<file path="src/rtl/dmem_arb_pkg.sv">
// Shared types and constants for the two-requester data-memory arbiter.
package dmem_arb_pkg;

  typedef enum logic {
    REQ_CORE = 1'b0,
    REQ_DBG  = 1'b1
  } req_id_e;

  localparam int ARB_RR    = 0;
  localparam int ARB_FIXED = 1;

  localparam int MEM_ADDR_W = 8;
  localparam int MEM_DATA_W = 32;

  // Default-width view of one memory access request.
  typedef struct packed {
    logic                  we_re;
    logic [3:0]            mask;
    logic [MEM_ADDR_W-1:0] addr;
    logic [MEM_DATA_W-1:0] wdata;
  } mem_req_t;

  function automatic req_id_e other_id(input req_id_e id);
    return (id == REQ_CORE) ? REQ_DBG : REQ_CORE;
  endfunction

endpackage

</file>
<file path="src/rtl/rr_arb2.sv">
// Two-input combinational grant logic with a one-bit round-robin priority pointer.
module rr_arb2
  import dmem_arb_pkg::*;
(
  input  logic       clk,
  input  logic       rst,
  input  logic [1:0] req,
  input  logic       mode,
  output logic [1:0] gnt,
  output logic       win_id
);

  req_id_e prio_q;
  req_id_e prio_d;
  req_id_e win;

  always_comb begin
    win    = REQ_CORE;
    gnt    = 2'b00;
    prio_d = prio_q;
    case (req)
      2'b10:   win = REQ_DBG;
      2'b11:   win = mode ? REQ_CORE : prio_q;
      default: win = REQ_CORE;
    endcase
    if (|req) begin
      gnt = (win == REQ_DBG) ? 2'b10 : 2'b01;
      // Fixed-priority mode never consults the pointer, so leave it alone.
      if (!mode) prio_d = other_id(win);
    end
  end

  assign win_id = win;

  always_ff @(posedge clk or negedge rst) begin
    if (!rst) prio_q <= REQ_CORE;
    else      prio_q <= prio_d;
  end

endmodule

</file>
<file path="src/rtl/dmem_arbiter.sv">
// Shares the single-port data memory between the LSU (requester 0) and the
// debug/DMA port (requester 1); routes one-cycle-latency read data back.
module dmem_arbiter
  import dmem_arb_pkg::*;
#(
  parameter int ARB_MODE = ARB_RR,
  parameter int ADDR_W   = 8,
  parameter int DATA_W   = 32
) (
  input  logic              clk,
  input  logic              rst,

  input  logic              r0_req,
  input  logic              r0_we_re,
  input  logic [3:0]        r0_mask,
  input  logic [ADDR_W-1:0] r0_addr,
  input  logic [DATA_W-1:0] r0_wdata,
  output logic              r0_gnt,
  output logic              r0_rvalid,
  output logic [DATA_W-1:0] r0_rdata,

  input  logic              r1_req,
  input  logic              r1_we_re,
  input  logic [3:0]        r1_mask,
  input  logic [ADDR_W-1:0] r1_addr,
  input  logic [DATA_W-1:0] r1_wdata,
  output logic              r1_gnt,
  output logic              r1_rvalid,
  output logic [DATA_W-1:0] r1_rdata,

  output logic              mem_request,
  output logic              mem_we_re,
  output logic              mem_load,
  output logic [3:0]        mem_mask,
  output logic [ADDR_W-1:0] mem_address,
  output logic [DATA_W-1:0] mem_data_in,
  input  logic              mem_valid,
  input  logic [DATA_W-1:0] mem_data_out
);

  typedef struct packed {
    logic              we_re;
    logic [3:0]        mask;
    logic [ADDR_W-1:0] addr;
    logic [DATA_W-1:0] wdata;
  } req_t;

  localparam logic FIXED_MODE = (ARB_MODE == ARB_FIXED);

  logic [1:0] req_vec;
  logic [1:0] gnt_vec;
  logic       win_id;
  req_t       r0_f, r1_f, win_f;

  logic rd_pend_q,  rd_pend_d;
  logic rd_owner_q, rd_owner_d;

  // Requests are masked during reset so no grant or memory strobe can leak out.
  assign req_vec = {r1_req, r0_req} & {2{rst}};

  rr_arb2 u_arb (
    .clk    (clk),
    .rst    (rst),
    .req    (req_vec),
    .mode   (FIXED_MODE),
    .gnt    (gnt_vec),
    .win_id (win_id)
  );

  assign r0_gnt = gnt_vec[0];
  assign r1_gnt = gnt_vec[1];

  always_comb begin
    r0_f        = '{we_re: r0_we_re, mask: r0_mask, addr: r0_addr, wdata: r0_wdata};
    r1_f        = '{we_re: r1_we_re, mask: r1_mask, addr: r1_addr, wdata: r1_wdata};
    win_f       = win_id ? r1_f : r0_f;
    mem_request = |gnt_vec;
    mem_we_re   = 1'b0;
    mem_mask    = '0;
    mem_address = '0;
    mem_data_in = '0;
    if (mem_request) begin
      mem_we_re   = win_f.we_re;
      mem_mask    = win_f.mask;
      mem_address = win_f.addr;
      mem_data_in = win_f.wdata;
    end
    mem_load   = mem_request & ~win_f.we_re;
    rd_pend_d  = mem_load;
    rd_owner_d = win_id;
  end

  // Pipeline register, not a handshake: a new read may issue every cycle.
  always_ff @(posedge clk or negedge rst) begin
    if (!rst) begin
      rd_pend_q  <= 1'b0;
      rd_owner_q <= 1'b0;
    end else begin
      rd_pend_q  <= rd_pend_d;
      rd_owner_q <= rd_owner_d;
    end
  end

  assign r0_rvalid = mem_valid & rd_pend_q & (rd_owner_q == REQ_CORE);
  assign r1_rvalid = mem_valid & rd_pend_q & (rd_owner_q == REQ_DBG);
  assign r0_rdata  = r0_rvalid ? mem_data_out : '0;
  assign r1_rdata  = r1_rvalid ? mem_data_out : '0;

endmodule

</file>
<file path="config.mk">
export PLATFORM = sky130hd
export DESIGN_NAME = dmem_arbiter
export DESIGN_NICKNAME = d
export VERILOG_FILES = /design/src/rtl/dmem_arb_pkg.sv /design/src/rtl/rr_arb2.sv /design/src/rtl/dmem_arbiter.sv
export SDC_FILE = /design/constraint.sdc
export NUM_CORES = 1
export LEC_CHECK = 0
export CAP_MARGIN = 20
export CORE_AREA = 2 2 94 96
export CTS_CLUSTER_SIZE = 14
export DETAILED_ROUTE_END_ITERATION = 10
export DIE_AREA = 0 0 96 98
export PLACE_DENSITY_LB_ADDON = 0.1
export SLEW_MARGIN = 20
export SYNTH_ARGS = -nofsm -noshare
export SYNTH_HDL_FRONTEND = slang
export SYNTH_HIERARCHICAL = 1
export SYNTH_SLANG_ARGS = --single-unit
</file>
<file path="constraint.sdc">
create_clock -name clk -period 2.25 [get_ports clk]
set_clock_uncertainty 0.2 [all_clocks]
set_input_delay 0.45 -clock clk [delete_from_list [all_inputs] [get_ports clk]]
set_output_delay 0.45 -clock clk [all_outputs]
set_load 0.02 [all_outputs]
</file>
Fig. 1: I/O pins on the die edge
Drawn at 4 px/um. Pins as bars across the die edge, other pins in gray.
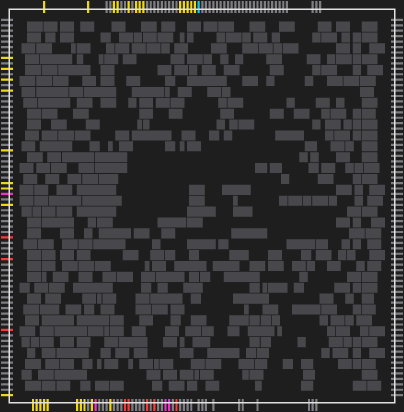
| port | color | pins | direction | edge |
|---|---|---|---|---|
| `r1_addr` | red | 8 | input | 5 bottom, 3 left |
| `mem_request` | cyan | 1 | output | top |
| `r1_wdata` | yellow | 32 | input | 13 top, 10 bottom, 9 left |
| `r1_mask` | magenta | 4 | input | 3 bottom, 1 left |
die width: 96 um
Die Y: 98 um

Fig. 2: wiring heat map
Drawn at 4 px/um. 19 x 20 tiles, from dark blue (low) to red (high), scaled to the fullest tile. Values are wire area over tile area, all layers added.
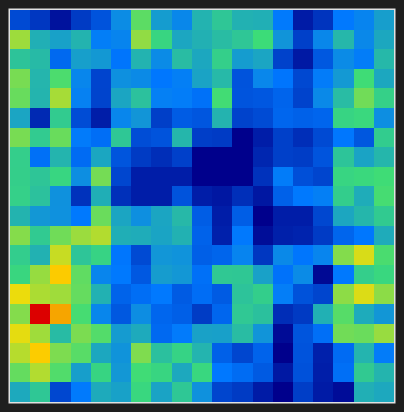
mean over tiles: 0.15
densest ninth of the die: lower left
nearly empty tiles: 2.9%
tiles over half the peak: 14%
emptiest ninth of the die: center
fullest tile: 0.46
routed via count: 2320
Total GRT Usage: 16.7%
routed wire length: 8.16 mm
post-DR wirelength/cell: 14.4 um

Fig. 3: congestion heat map
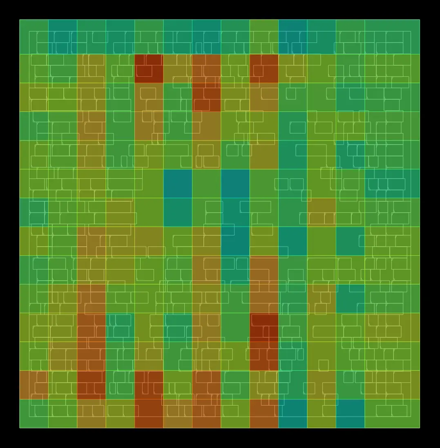
met3 Use GR: 5.56%
busiest grt layer: met2
met2 GRT Util: 34.5%
final core utilization: 57.5%
grt met1 use: 15.1%

==> flow_metrics.py <==
# Physical implementation metrics
metrics = {
    "outcome": {
        "status": "finished with violations",
        "violations": "setup timing",
    },
    "final_layout": {
        "logic_area_um2": 1630,
        "nets": 585,
        "n_all_buffers": 278,
        "stdcell_area_um2": 4870,
        "sh_comb_area_pct": 33.5,
    },
    "power": {
        "p_clk_share_pct": 13.2,
        "p_comb_share_pct": 81.2,
        "power_leakage_nw": 1.95,
        "power.group.top": "combinational cells",
    },
    "global_route": {
        "grt-ovfl-total": 0,
    },
    "cts": {
        "htreeDepth": 1,
        "clk_path_buf_depth": 2,
    },
    "logic_synthesis": {
        "syn_inst": 188,
        "ys_seq_share_pct": 5.51,
        "top_cells_by_count": "and2_1, nor2_1, mux2i_1",
    },
    "sta": {
        "fmax_mhz": 427,
        "slew_violations": 0,
        "setup_ws_ps": -92.6,
        "finalSetupViolations": 47,
        "setup_tns_ps": -2850,
    },
    "route": {
        "drtIter0Drc": 10,
    },
    "place": {
        "dp_hpwl_mm": 6.16,
    },
    "critical_path": {
        "rr_startpoint": "u_arb/prio_q",
        "crit_required_ps": 1600,
    },
}
Fig. 4: met3 routing
Drawn at 4 px/um.
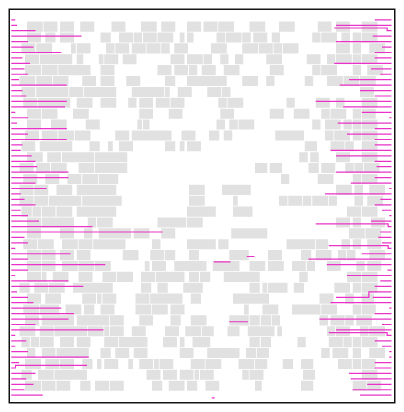
wire length on this layer: 1070 um
share of all routed wire: 13%
main direction: horizontal
nets with wire on the layer: 142
longest straight run: 37.5 um

Fig. 5: met2 routing
Drawn at 4 px/um.
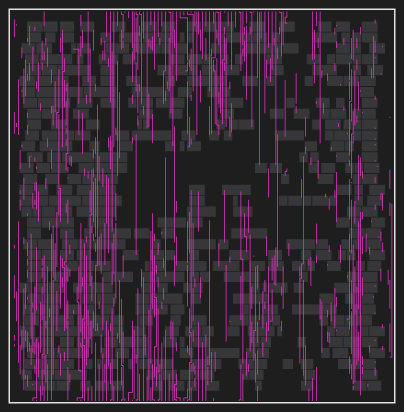
share of all routed wire: 56%
main direction: vertical
wire length on this layer: 4580 um
longest straight run: 45.7 um
nets with wire on the layer: 507

cells in the final DEF, fill, tap and decap left out, drive strengths merged, types with 3 or more instances in the layout:
cell / synthesis / final
and2: 67 / 67
buf: 13 / 87
clkbuf: 3 / 4
clkdlybuf4s15: 0 / 58
clkdlybuf4s50: 0 / 122
conb: 1 / 3
dfrtp: 3 / 3
dlygate4sd2: 0 / 9
mux2i: 45 / 45
nor2: 46 / 46
state kept, by name, indices dropped and copies added, names as in the netlist:
signal        cells
rd_owner_q        1
rd_pend_q         1
u_arb/prio_q      1
logic make-up after synthesis:
family,share of synthesized area [%]
AND-OR/OR-AND,1.65
buffers and inverters,12.5
flip-flops,5.51
other,0.275
multiplexers,33.1
AND/OR/NAND/NOR,47.0
Power and IR drop assume default switching activity.
